File: src/rtl/npu_zp_ctrl.sv
// npu_zp_ctrl: zero-point sequencer for the MAC input path; NPU_ZP_CTRL_PERF_EN adds stall_cnt_o
module npu_zp_ctrl #(
    parameter int I_LEN  = 8,
    parameter int NUM_CH = 16,
    parameter int CNT_W  = 16
) (
    input  logic                      clk_i,
    input  logic                      rst_i,
    input  logic                      cfg_we_i,
    input  logic [$clog2(NUM_CH)-1:0] cfg_addr_i,
    input  logic signed [I_LEN-1:0]   cfg_zp_i,
    input  logic                      start_i,
    input  logic [CNT_W-1:0]          len_i,
    output logic                      busy_o,
    output logic                      done_o,
    input  logic                      s_valid_i,
    output logic                      s_ready_o,
    input  logic signed [I_LEN-1:0]   s_data_i,
    output logic                      m_valid_o,
    input  logic                      m_ready_i,
    output logic signed [I_LEN-1:0]   m_data_o,
    output logic signed [I_LEN-1:0]   m_zp_o,
    output logic                      m_last_o
`ifdef NPU_ZP_CTRL_PERF_EN
    ,output logic [CNT_W-1:0]         stall_cnt_o
`endif
);
    localparam int CH_W = $clog2(NUM_CH);
    typedef enum logic [1:0] {IDLE, RUN, DONE} state_t;
    state_t                  state_q, state_d;
    logic [CNT_W-1:0]        len_q, len_d, cnt_q, cnt_d;
    logic [CH_W-1:0]         ch_q, ch_d;
    logic signed [I_LEN-1:0] tbl_q [NUM_CH];
    logic signed [I_LEN-1:0] tbl_d [NUM_CH];
    logic signed [I_LEN-1:0] data_q, data_d, zp_q, zp_d;
    logic                    valid_q, valid_d, last_q, last_d;
    logic                    in_xfer, out_xfer, cfg_ok;
    assign s_ready_o = state_q == RUN && cnt_q < len_q && (!valid_q || m_ready_i);
    assign in_xfer   = s_valid_i && s_ready_o;
    assign out_xfer  = valid_q && m_ready_i;
    assign cfg_ok    = cfg_we_i && state_q != RUN && ({1'b0, cfg_addr_i} < (CH_W+1)'(NUM_CH));
    assign busy_o    = state_q == RUN;
    assign done_o    = state_q == DONE;
    assign m_valid_o = valid_q;
    assign m_last_o  = last_q;
    assign m_data_o  = data_q;
    assign m_zp_o    = zp_q;
    always_comb begin
        state_d = state_q;
        len_d   = len_q;
        cnt_d   = cnt_q;
        ch_d    = ch_q;
        tbl_d   = tbl_q;
        data_d  = data_q;
        zp_d    = zp_q;
        valid_d = in_xfer ? 1'b1 : out_xfer ? 1'b0 : valid_q;
        last_d  = out_xfer ? 1'b0 : last_q;
        if (state_q == IDLE && start_i) begin
            state_d = len_i != '0 ? RUN : DONE;
            len_d   = len_i;
            cnt_d   = '0;
            ch_d    = '0;
        end else if (state_q == RUN && out_xfer && last_q) begin
            state_d = DONE;
        end else if (state_q == DONE) begin
            state_d = IDLE;
        end
        if (in_xfer) begin
            data_d = s_data_i;
            zp_d   = tbl_q[ch_q];
            last_d = cnt_q == len_q - CNT_W'(1);
            ch_d   = ch_q == CH_W'(NUM_CH - 1) ? '0 : ch_q + CH_W'(1);
            cnt_d  = cnt_q + CNT_W'(1);
        end
        if (cfg_ok) tbl_d[cfg_addr_i] = cfg_zp_i;
    end
    always_ff @(posedge clk_i) begin
        if (rst_i) begin
            state_q <= IDLE;
            len_q   <= '0;
            cnt_q   <= '0;
            ch_q    <= '0;
            tbl_q   <= '{default: '0};
            data_q  <= '0;
            zp_q    <= '0;
            valid_q <= 1'b0;
            last_q  <= 1'b0;
        end else begin
            state_q <= state_d;
            len_q   <= len_d;
            cnt_q   <= cnt_d;
            ch_q    <= ch_d;
            tbl_q   <= tbl_d;
            data_q  <= data_d;
            zp_q    <= zp_d;
            valid_q <= valid_d;
            last_q  <= last_d;
        end
    end
`ifdef NPU_ZP_CTRL_PERF_EN
    logic [CNT_W-1:0] stall_q, stall_d;
    always_comb begin
        stall_d = (state_q == IDLE && start_i) ? '0 :
                  (state_q == RUN && valid_q && !m_ready_i && stall_q != '1) ? stall_q + CNT_W'(1) : stall_q;
    end
    always_ff @(posedge clk_i) begin
        if (rst_i) stall_q <= '0;
        else       stall_q <= stall_d;
    end
    assign stall_cnt_o = stall_q;
`endif
endmodule
File: config.mk
export PLATFORM = sky130hd
export DESIGN_NAME = npu_zp_ctrl
export DESIGN_NICKNAME = d
export VERILOG_FILES = /design/src/rtl/npu_zp_ctrl.sv
export SDC_FILE = /design/constraint.sdc
export NUM_CORES = 1
export LEC_CHECK = 0
export ABC_AREA = 1
export CAP_MARGIN = 20
export CELL_PAD_IN_SITES_DETAIL_PLACEMENT = 0
export CELL_PAD_IN_SITES_GLOBAL_PLACEMENT = 1
export CORE_MARGIN = 3
export CORE_UTILIZATION = 39
export CTS_CLUSTER_DIAMETER = 40
export DETAILED_ROUTE_END_ITERATION = 16
export HOLD_SLACK_MARGIN = 0.03
export PLACE_DENSITY = 0.79
export SKIP_LAST_GASP = 1
export SYNTH_ARGS = -nofsm -noshare
export SYNTH_HDL_FRONTEND = slang
export SYNTH_SLANG_ARGS = --single-unit
File: constraint.sdc
create_clock -name clk_i -period 1.7 [get_ports clk_i]
set_input_delay 0.34 -clock clk_i [delete_from_list [all_inputs] [get_ports clk_i]]
set_output_delay 0.34 -clock clk_i [all_outputs]
set_load 0.01 [all_outputs]
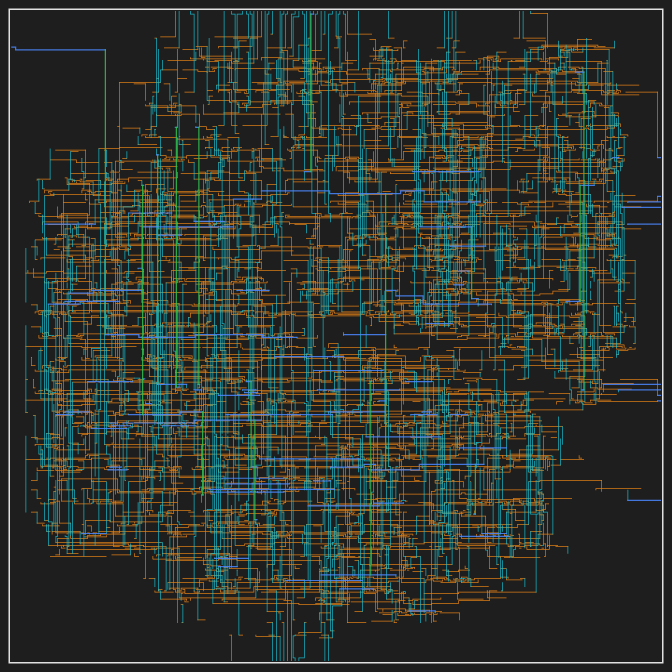
**Above:** run 1 (signal wires by layer).
color	layer	wire length
orange	met1	13600 um
green	met4	667 um
blue	met3	951 um
cyan	met2	13400 um
routed wire length: 28.6 mm
detail-routed net length per standard cell: 15.6 um

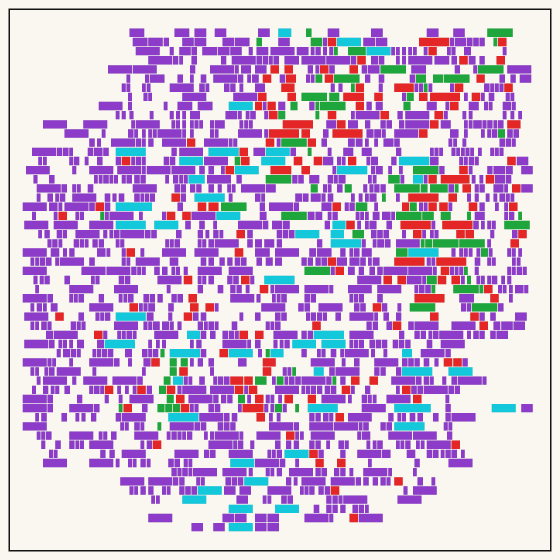
**Above:** run 1 (cell sizes after repair).
color	size	cells
cyan	drive 6 and up	52
purple	drive 1 or less	1235
green	drive 2	86
red	drive 3 to 4	155
Non-clock buffers: 214
Finished Cell Area: 12200 um^2
Layout area overhead: 31.2%

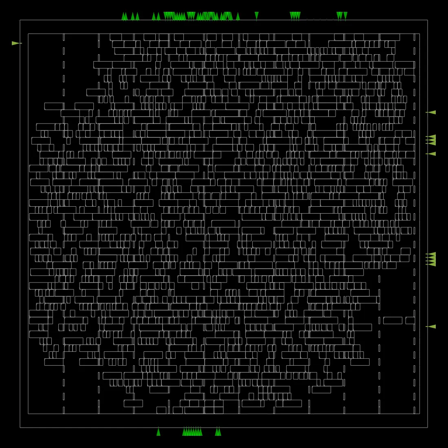
**Above:** run 1 (placement view).
Non-Filler Instances: 1841
Core Footprint: 23100 um^2
flop share of the area: 0.304
number of standard-cell rows in the floorplan: 55
num tapcells: 313

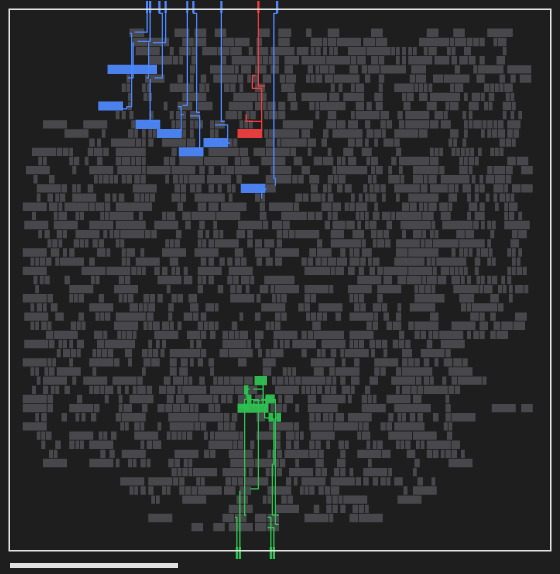
**Above:** run 1 (I/O nets highlighted).
Bar = 50 um.
color	port	direction	edge	end cells	buffers	wire
green	cfg_addr_i	input	south	10	6	229 um
blue	m_zp_o	output	north	8	8	311 um
red	m_last_o	output	north	1	1	50.8 um
number of top-level design ports: 63
port buffer count: 62

==> flow_summary.json, run 1 <==
{
  "cts_hold_buffers": 0,
  "fraction_of_power_consumed_by_combinational_cells": 0.173,
  "leakagePower_nw": 5.32,
  "dp_slack_ns": -0.532,
  "unrepaired_setup_endpoints_after_global_routing": "yes",
  "normalized_max_slew_margin": 0.728,
  "grt_use_met3": 0.0294,
  "grt_antenna_before_repair": 0,
  "power_sequential_mw": 4.51,
  "routed-wl-met2_mm": 13.4,
  "tritoncts.num_buffers": 17,
  "globalRouteOverflowTotal": 0,
  "tool_warnings": 28,
  "viasPerCell": 5.08,
  "drt.antenna.violating_nets": 0,
  "numPlacedInstances": 1808,
  "timing.final.max_slew_violations": 0,
  "mappedNetlistArea_um2": 9300,
  "synthesis.area_per_instance_um2": 6.84,
  "ys.flops": 184,
  "post_synth_edffs": 0,
  "detailroute.via_count": 9346,
  "antennaDiodeCount": 0,
  "dieHeight_um": 160,
  "worstSetupEndpointType": "output port",
  "cts.htree.levels": 4,
  "syn_nets": 1422,
  "timing.critical_path.buf_inv": 2,
  "ys_cells": 1361,
  "met3WireLength_um": 950,
  "yosysUniqueCellTypes": 33,
  "nets": 1576,
  "power_combinational_mw": 1.81,
  "fin_total_pwr_mw": 10.5,
  "detailed_place_hpwl_mm": 20.4,
  "hold-path-cell-count": 2,
  "yosys-stat-area_um2": 9300,
  "grt_use_met2": 0.365,
  "fraction_of_layout_cells_with_a_size_suffix_above_1": 0.192,
  "timing.critical_path.cells": "inv_2 -> ha_4 -> a21oi_2 -> nor2_2 -> nor3_2 -> nand2_2 -> nand2_2 -> and2_4 -> buf_6",
  "finalClockSkew_ns": 0.0109,
  "initial_core_util": 0.404,
  "reg2reg_setup_slack_ns": -0.30,
  "worstMarginPinSlew_ns": 0.404,
  "clk_pin_slew_ns": 0.07,
  "xor_share": 0.0188,
  "most_area_hungry_cell_type_in_the_yosys_netlist": "sky130_fd_sc_hd__dfxtp_1",
  "post_synth_mux_area_share": 0,
  "violations_in_the_final_reports": "negative setup slack",
  "power_frac_clock": 0.395,
  "critPathMaxFanout": 2,
  "met1_length_mm": 13.6,
  "most_popular_library_cell_in_the_synthesized_design_by_count": "sky130_fd_sc_hd__nor2_1",
  "worst_setup_path_endpoint": "s_ready_o",
  "power_per_cell_area_nw_per_um2": 857,
  "hp-start": "tbl_q[103]$_SDFFE_PP0P_",
  "p_sw_frac": 0.284,
  "launching_element_type_of_the_critical_path": "flop",
  "cts_tree": "yes",
  "clock_sink_total": 184,
  "power.sequential.fraction": 0.432,
  "grt_max_degree": 54,
  "top_cells_by_area": "sky130_fd_sc_hd__dfxtp_1, sky130_fd_sc_hd__o21ai_0, sky130_fd_sc_hd__nor2_1",
  "global_route.peak_usage_layer": "met2",
  "ys_warn_count": 0,
  "final.setup.tns_ns": -10.15,
  "drc_errors": 0,
  "worst_hold_path.endpoint": "tbl_q[103]$_SDFFE_PP0P_",
  "routabilityCongestion": 0.836,
  "finalCritPeriodShare": 1.25,
  "postPlaceCellArea_um2": 11400,
  "max_stage_delay_ns": 0.34,
  "power.internal_mw": 7.49,
  "synth.logic.top_family": "simple AND/OR/NAND/NOR gates",
  "top_power_group": "registers",
  "simple_gate_area_share": 0.259,
  "yosys-top-cells-count": "sky130_fd_sc_hd__nor2_1, sky130_fd_sc_hd__o21ai_0, sky130_fd_sc_hd__dfxtp_1, sky130_fd_sc_hd__nand2_1, sky130_fd_sc_hd__a21oi_1",
  "grt_first_pass_wirelength_mm": 46.5,
  "final_common_cell": "sky130_fd_sc_hd__nor2_1",
  "setup_ws_ns": -0.429,
  "final_layout_top_logic_cells": "sky130_fd_sc_hd__nor2_1, sky130_fd_sc_hd__o21ai_0, sky130_fd_sc_hd__dfxtp_1, sky130_fd_sc_hd__nand2_1, sky130_fd_sc_hd__buf_4",
  "insertion_delay_ns": 0.44,
  "cpLargestDelayFamily": "simple AND/OR/NAND/NOR gates",
  "worst_min_delay_path_category": "flop to flop",
  "power.switching_mw": 2.97,
  "worst_reg2reg_endpoint": "ch_q[0]$_SDFFE_PP0P_",
  "yosysTopAreaCellShare": 0.396,
  "die_x_um": 160,
  "timing.critical_path.mode_cell": "sky130_fd_sc_hd__nand2_2",
  "worstSetupPathDepth": 9,
  "fin_crit_ns": 2.13,
  "startpoint": "len_q[5]$_SDFFE_PP0P_",
  "finalSetupViolCount": 39,
  "global_route.usage.total": 0.223,
  "synth_async_sr_flop_share": 0,
  "timing.reg2reg.worst_path_depth": 12,
  "vdd.ir_drop.worst_uv": 604,
  "synth-adder-area-share": 0.0256,
  "detailedRoute.firstIterationViolations": 609,
  "design.die.area_um2": 25700,
  "path_class": "flop to output port",
  "power_clock_mw": 4.14,
  "drt-pass1-iter-count": 5,
  "gr-usage-met1": 0.304,
  "cp_data_arrival_time_ns": 1.79,
  "drv.max_cap_violation_count": 0,
  "top_layer_used": "met4",
  "clock.fmax_ghz": 0.470,
  "cts_root_buf": "sky130_fd_sc_hd__clkbuf_16",
  "synth_sequential_area_ratio": 0.396,
  "finalHoldViolations": 0,
  "max-clock-path-buffers": 2,
  "worstReg2RegStart": "len_q[5]$_SDFFE_PP0P_",
  "grt_pass1_vias": 8779,
  "aoi_share": 0.205,
  "yosys_most_used_dff": "sky130_fd_sc_hd__dfxtp_1",
  "postLayoutCoreUtil": 0.529,
  "critical-path-slowest-cell": "sky130_fd_sc_hd__dfxtp_2",
  "status": "complete, but fails checks",
  "synth_cells": 1361,
  "worst-endpoint-required_ns": 1.36,
  "hold_slack_ns": 0.450
}
[run 1: timing repair]
item / in CTS / in global routing
setup endpoints to repair: 46 / 80
pin swaps: 15 / 3
gates resized: 42 / 28
buffers inserted: 2 / 0
[run 1: state kept, by name (all words and copies together) (netlist names)]
name	flops
ch_q	4
cnt_q	16
m_valid_o	1
m_last_o	1
m_zp_o	8
len_q	16
state_q	2
m_data_o	8
tbl_q	128
[run 1: cell type report]
class | instances | area, um^2
Timing Repair Buffer | 214 | 2050
Multi-Input combinational cell | 965 | 4940
Sequential cell | 184 | 3710
Clock buffer | 19 | 443
Tap cell | 313 | 392
Fill cell | 2217 | 10800
Clock inverter | 13 | 159
Inverter | 133 | 503
**Run 1: cell classes on the final placement**

Fill, decap, tap and diode cells in gray.
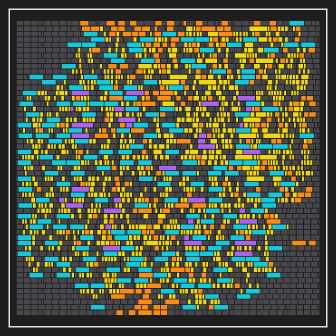

==> inputs of run 2 (changes only) <==
- HOLD_SLACK_MARGIN: 0.03 -> 0.02
- PLACE_DENSITY: 0.79 -> unset
- PLACE_DENSITY_LB_ADDON: unset -> 0.1
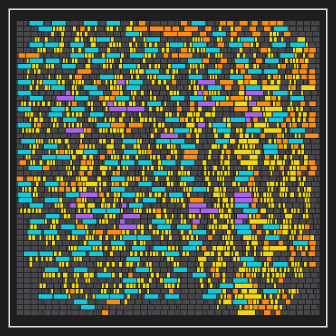
**Above:** run 2 (cell classes on the final placement).
Fill, decap, tap and diode cells in gray.
color	class	cells	share of their area
yellow	all other logic	1099	47%
purple	clock drivers and dummy loads	31	4.9%
orange	other buffers and delay cells	195	16%
cyan	flip-flops	184	32%
flop share of the area: 0.308
share of the core filled with cells: 0.523
Finished Cell Area: 12100 um^2

==> flow_summary.json, run 2 <==
{
  "top_power_group": "registers",
  "clock_sink_total": 184,
  "tritoncts.num_buffers": 17,
  "flops": 184,
  "clock.fmax_ghz": 0.470,
  "ys_warn_count": 0,
  "yosys-stat-area_um2": 9300,
  "yosysUniqueCellTypes": 33,
  "die_x_um": 160,
  "hold-path-cell-count": 2,
  "final.setup.tns_ns": -10.20,
  "power.sequential.fraction": 0.443,
  "clk_pin_slew_ns": 0.08,
  "fp.coreArea_um2": 23100,
  "fin_crit_ns": 2.13,
  "nets": 1558,
  "finalSetupViolCount": 39,
  "dieHeight_um": 160,
  "power.internal_mw": 7.15,
  "reg2reg_setup_slack_ns": -0.29,
  "timing.reg2reg.worst_path_depth": 12,
  "fraction_of_power_consumed_by_combinational_cells": 0.176,
  "grt_first_pass_wirelength_mm": 47.0,
  "comb-cell-share": 0.411,
  "worstSetupPathDepth": 9,
  "final_common_cell": "sky130_fd_sc_hd__nor2_1",
  "dp_slack_ns": -0.582,
  "drt_wl_total_mm": 29.3,
  "worstMarginPinSlew_ns": 0.341,
  "finalHoldViolations": 0,
  "global_route.usage.total": 0.224,
  "finalClockSkew_ns": 0.00997,
  "leakagePower_nw": 5.08,
  "syn_nets": 1422,
  "most_area_hungry_cell_type_in_the_yosys_netlist": "sky130_fd_sc_hd__dfxtp_1",
  "num-clock-buffers": 17,
  "worst-endpoint-required_ns": 1.36,
  "numPlacedInstances": 1788,
  "timing.final.max_slew_violations": 0,
  "synth-adder-area-share": 0.0256,
  "synthesis.area_per_instance_um2": 6.84,
  "normalized_max_slew_margin": 0.770,
  "timing.critical_path.mode_cell": "sky130_fd_sc_hd__nand2_2",
  "synth_async_sr_flop_share": 0,
  "num-fill-cells": 2316,
  "most_popular_library_cell_in_the_synthesized_design_by_count": "sky130_fd_sc_hd__nor2_1",
  "drt-pass1-iter-count": 5,
  "worst_setup_path_endpoint": "s_ready_o",
  "path_class": "flop to output port",
  "power_frac_clock": 0.382,
  "detailed_place_hpwl_mm": 20.3,
  "detailedRoute.firstIterationViolations": 489,
  "met3WireLength_um": 998,
  "violations_in_the_final_reports": "negative setup slack",
  "number_of_standard_cell_rows_in_the_floorplan": 55,
  "aoi_share": 0.205,
  "design.die.area_um2": 25700,
  "antennaDiodeCount": 0,
  "worst_min_delay_path_category": "flop to flop",
  "power_combinational_mw": 1.79,
  "worstReg2RegStart": "len_q[3]$_SDFFE_PP0P_",
  "fraction_of_layout_cells_with_a_size_suffix_above_1": 0.182,
  "setup_ws_ns": -0.426,
  "hold_slack_ns": 0.452,
  "post_synth_mux_area_share": 0,
  "hp-start": "tbl_q[1]$_SDFFE_PP0P_",
  "top_layer_used": "met4",
  "cp_data_arrival_time_ns": 1.79,
  "routed-wl-met2_mm": 14.5,
  "startpoint": "len_q[3]$_SDFFE_PP0P_",
  "cts_root_buf": "sky130_fd_sc_hd__clkbuf_16",
  "grt_antenna_before_repair": 0,
  "tool_warnings": 28,
  "top_cells_by_area": "sky130_fd_sc_hd__dfxtp_1, sky130_fd_sc_hd__o21ai_0, sky130_fd_sc_hd__nor2_1",
  "cts.htree.levels": 4,
  "largest_register_by_flop_count": "tbl_q",
  "drc_errors": 0,
  "unrepaired_setup_endpoints_after_global_routing": "yes",
  "globalRouteOverflowTotal": 0,
  "numPortBuffers": 62,
  "cts_hold_buffers": 0,
  "layout.cells.largest_class": "combinational gates",
  "worst_hold_path.endpoint": "tbl_q[1]$_SDFFE_PP0P_",
  "worst_reg2reg_endpoint": "ch_q[0]$_SDFFE_PP0P_",
  "mappedNetlistArea_um2": 9300,
  "final_layout_top_logic_cells": "sky130_fd_sc_hd__nor2_1, sky130_fd_sc_hd__o21ai_0, sky130_fd_sc_hd__dfxtp_1, sky130_fd_sc_hd__nand2_1, sky130_fd_sc_hd__a21oi_1",
  "final-comb-area_um2": 4960,
  "cts_tree": "yes",
  "post_synth_edffs": 0,
  "viasPerCell": 5.04,
  "insertion_delay_ns": 0.43,
  "synth.logic.top_family": "simple AND/OR/NAND/NOR gates",
  "drt.antenna.violating_nets": 0,
  "inv_count": 134,
  "grt_use_met3": 0.0361,
  "cts_setup_buffers": 3,
  "nMultiInputCombCells": 965,
  "postPlaceCellArea_um2": 11300,
  "post_layout_nonfiller_instances": 1822,
  "vdd.ir_drop.worst_uv": 584,
  "finalCritPeriodShare": 1.25,
  "initial_core_util": 0.404,
  "area_delta_synth_final_pct": 29.5,
  "cpLargestDelayFamily": "simple AND/OR/NAND/NOR gates",
  "nonClkBufAreaFrac": 0.158,
  "timing.critical_path.buf_inv": 2,
  "critical-path-slowest-cell": "sky130_fd_sc_hd__dfxtp_2",
  "grt_use_met2": 0.393,
  "status": "complete, but fails checks",
  "launching_element_type_of_the_critical_path": "flop",
  "synth_sequential_area_ratio": 0.396,
  "p_sw_frac": 0.299,
  "grt_pass1_vias": 8835,
  "yosys-top-cells-count": "sky130_fd_sc_hd__nor2_1, sky130_fd_sc_hd__o21ai_0, sky130_fd_sc_hd__dfxtp_1, sky130_fd_sc_hd__nand2_1, sky130_fd_sc_hd__a21oi_1"
}
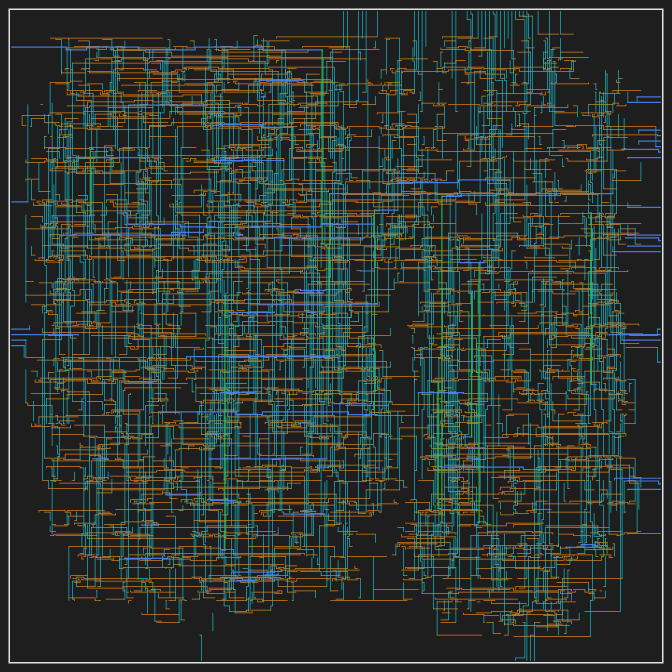
**Above:** run 2 (signal wires by layer).
color	layer	wire length
orange	met1	13300 um
cyan	met2	14500 um
green	met4	477 um
blue	met3	999 um
detail-routed net length per standard cell: 16.1 um
vias after detailed routing: 9186

-- run 2: cell count changes in the layout (fill, tap and decap cells not counted), sizes merged, moves of 3 or more --
| cell | change |
|---|---|
| buf | -20 |
| clkdlybuf4s50 | +10 |
| dlymetal6s2s | -7 |
| clkinvlp | +4 |
| clkbuf | -3 |
| clkinv | +3 |
| inv | -3 |
-- run 2: logic make-up after synthesis --
kind of cell               after synthesis
AOI/OAI and AO/OA                      372
xor gates and xnor gates                20
adders and majority gates               19
buffers and inverters                  212
DFF                                    184
and+or+nand+nor                        554
-- run 2: through the flow --
step | power, mW | utilization
after CTS | 10.3 | 0.520
after floorplan | 5.56 | -
after global placement | 6.33 | 0.489
final | 10.2 | 0.523
after detailed placement | 6.34 | 0.489
after global routing | 10.6 | 0.523
==> inputs of run 3 (changes only) <==
- CTS_CLUSTER_SIZE: unset -> 16
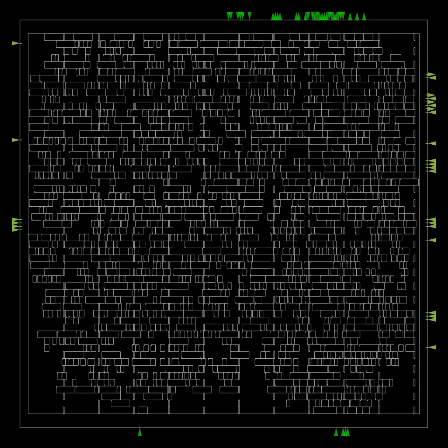
**Above:** run 3 (placement view).
Non-Filler Instances: 1822
Seq cells: 184
filler cell count in the final layout: 2316

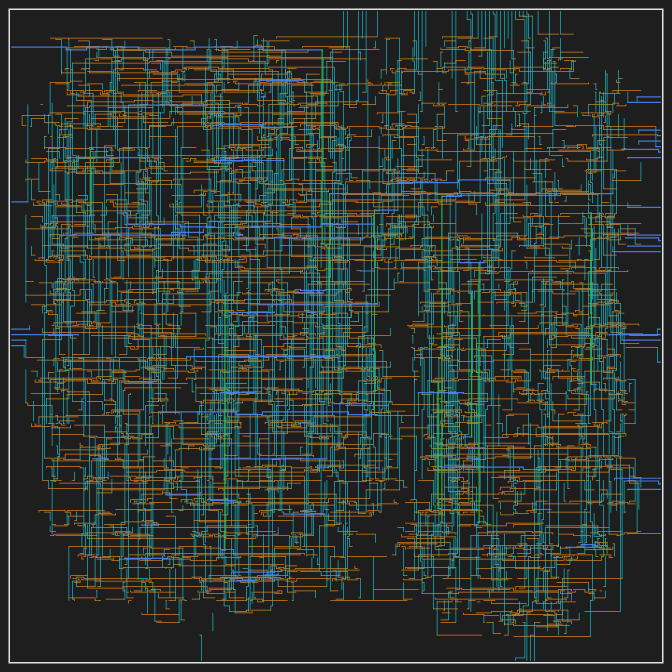
**Above:** run 3 (signal wires by layer).
color	layer	wire length
green	met4	477 um
cyan	met2	14500 um
orange	met1	13300 um
blue	met3	999 um
routed wire length: 29.3 mm
Total Routing Usage GR: 0.224

==> flow_summary.json, run 3 <==
{
  "status": "complete, but fails checks",
  "violations_in_the_final_reports": "negative setup slack",
  "cp_data_arrival_time_ns": 1.79,
  "post_synth_edffs": 0,
  "power.internal_mw": 7.15,
  "synth_async_sr_flop_share": 0,
  "timing.critical_path.mode_cell": "sky130_fd_sc_hd__nand2_2",
  "cts_hold_buffers": 0,
  "cts_root_buf": "sky130_fd_sc_hd__clkbuf_16",
  "simple_gate_area_share": 0.259,
  "dieHeight_um": 160,
  "grt_antenna_before_repair": 0,
  "area_delta_synth_final_pct": 29.5,
  "reg2reg_setup_slack_ns": -0.29,
  "finalCritPeriodShare": 1.25,
  "final.setup.tns_ns": -10.20,
  "power_clock_mw": 3.89,
  "syn_nets": 1422,
  "numPlacedInstances": 1788,
  "synth-adder-area-share": 0.0256,
  "dp_slack_ns": -0.582,
  "largest_register_by_flop_count": "tbl_q",
  "cts_tree": "yes",
  "normalized_max_slew_margin": 0.770,
  "yosys-top-cells-count": "sky130_fd_sc_hd__nor2_1, sky130_fd_sc_hd__o21ai_0, sky130_fd_sc_hd__dfxtp_1, sky130_fd_sc_hd__nand2_1, sky130_fd_sc_hd__a21oi_1",
  "nets": 1558,
  "yosysTopAreaCellShare": 0.396,
  "ys_cells": 1361,
  "max-clock-path-buffers": 2,
  "worst_min_delay_path_category": "flop to flop",
  "power.sequential.fraction": 0.443,
  "numPortBuffers": 62,
  "finalHoldViolations": 0,
  "fin_crit_ns": 2.13,
  "power_sequential_mw": 4.51,
  "top_power_group": "registers",
  "worstSetupPathDepth": 9,
  "p_sw_frac": 0.299,
  "worstMarginPinSlew_ns": 0.341,
  "worst_reg2reg_endpoint": "ch_q[0]$_SDFFE_PP0P_",
  "worst_hold_path.endpoint": "tbl_q[1]$_SDFFE_PP0P_",
  "finalSetupViolCount": 39,
  "path_class": "flop to output port",
  "worst-endpoint-required_ns": 1.36,
  "critical-path-slowest-cell": "sky130_fd_sc_hd__dfxtp_2",
  "yosys-stat-area_um2": 9300,
  "drt-pass1-iter-count": 5,
  "insertion_delay_ns": 0.43,
  "most_popular_library_cell_in_the_synthesized_design_by_count": "sky130_fd_sc_hd__nor2_1",
  "design.die.area_um2": 25700,
  "launching_element_type_of_the_critical_path": "flop",
  "yosysUniqueCellTypes": 33,
  "detailroute.via_count": 9186,
  "final_design_area_no_fill_um2": 12100,
  "synth_cells": 1361,
  "antennaDiodeCount": 0,
  "top_cells_by_area": "sky130_fd_sc_hd__dfxtp_1, sky130_fd_sc_hd__o21ai_0, sky130_fd_sc_hd__nor2_1",
  "grt_max_degree": 61,
  "aoi_share": 0.205,
  "largest_register_ffs": 128,
  "mappedNetlistArea_um2": 9300,
  "post_cts_resized": 39,
  "drt.antenna.violating_nets": 0,
  "cpLargestDelayFamily": "simple AND/OR/NAND/NOR gates",
  "hold-path-cell-count": 2,
  "viasPerCell": 5.04,
  "power.switching_mw": 3.04,
  "routedWlPerCell_um": 16.1,
  "number_of_standard_cell_rows_in_the_floorplan": 55,
  "timing.critical_path.buf_inv": 2,
  "synth.logic.top_family": "simple AND/OR/NAND/NOR gates",
  "postPlaceCellArea_um2": 11300,
  "tritoncts.num_buffers": 17,
  "fraction_of_layout_cells_with_a_size_suffix_above_1": 0.182,
  "ys.flops": 184,
  "yosys_most_used_dff": "sky130_fd_sc_hd__dfxtp_1",
  "vdd.ir_drop.worst_uv": 584,
  "reg.largest.list": "tbl_q (128), cnt_q (16), len_q (16)",
  "most_area_hungry_cell_type_in_the_yosys_netlist": "sky130_fd_sc_hd__dfxtp_1",
  "cts_setup_buffers": 3,
  "initial_core_util": 0.404,
  "drc_errors": 0,
  "synth_sequential_area_ratio": 0.396,
  "unrepaired_setup_endpoints_after_global_routing": "yes",
  "timing.final.max_slew_violations": 0,
  "post_synth_mux_area_share": 0,
  "startpoint": "len_q[3]$_SDFFE_PP0P_",
  "synthesis.area_per_instance_um2": 6.84,
  "globalRouteOverflowTotal": 0,
  "timing.reg2reg.worst_path_depth": 12,
  "routabilityCongestion": 0.843,
  "finalClockSkew_ns": 0.00997,
  "postLayoutCoreUtil": 0.523,
  "io_pins": 63,
  "power_combinational_mw": 1.79,
  "leakagePower_nw": 5.08,
  "detailedRoute.firstIterationViolations": 489,
  "setup_ws_ns": -0.426,
  "final_layout_top_logic_cells": "sky130_fd_sc_hd__nor2_1, sky130_fd_sc_hd__o21ai_0, sky130_fd_sc_hd__dfxtp_1, sky130_fd_sc_hd__nand2_1, sky130_fd_sc_hd__a21oi_1",
  "hp-start": "tbl_q[1]$_SDFFE_PP0P_",
  "ys_warn_count": 0,
  "drv.max_cap_violation_count": 0,
  "grt_pass1_vias": 8835,
  "clock_sink_total": 184,
  "critPathMaxFanout": 2,
  "grt_first_pass_wirelength_mm": 47.0,
  "fin_total_pwr_mw": 10.2,
  "clk_pin_slew_ns": 0.08,
  "power_per_cell_area_nw_per_um2": 846,
  "worst_setup_path_endpoint": "s_ready_o",
  "fraction_of_power_consumed_by_combinational_cells": 0.176,
  "clock.fmax_ghz": 0.470,
  "die_x_um": 160,
  "tool_warnings": 28,
  "worstSetupEndpointType": "output port",
  "xor_share": 0.0188,
  "detailed_place_hpwl_mm": 20.3,
  "timing.critical_path.cells": "inv_2 -> ha_4 -> a21oi_1 -> o21ai_2 -> nand2_1 -> nand2_2 -> nand2_2 -> and2_4 -> buf_6",
  "max_stage_delay_ns": 0.34,
  "fp.coreArea_um2": 23100,
  "worstReg2RegStart": "len_q[3]$_SDFFE_PP0P_",
  "hold_slack_ns": 0.452,
  "power_frac_clock": 0.382,
  "cts.htree.levels": 4,
  "final_common_cell": "sky130_fd_sc_hd__nor2_1"
}
## run 3: cell counts after synthesis
Identical to the previous run, type by type.
## run 3: routing by layer
| layer | vias up | track usage | wire (um) |
|---|---|---|---|
| met4 | 0 | 0.0552 | 477 |
| met3 | 25 | 0.0361 | 998 |
| met2 | 158 | 0.393 | 14500 |
| met1 | 4246 | 0.289 | 13300 |
| met5 | - | 0 | 0 |
| li1 | 4757 | - | - |
## run 3: area by class of cell
| type | instances | area (um^2) |
|---|---|---|
| Tap cell | 313 | 392 |
| Sequential cell | 184 | 3710 |
| Clock inverter | 14 | 144 |
| Clock buffer | 17 | 425 |
| Timing Repair inverter | 1 | 7.51 |
| Timing Repair Buffer | 195 | 1910 |
| Multi-Input combinational cell | 965 | 4960 |
| Fill cell | 2316 | 11000 |
| Inverter | 133 | 503 |
Power figures rest on the tool's default switching activity, not on a simulated workload.
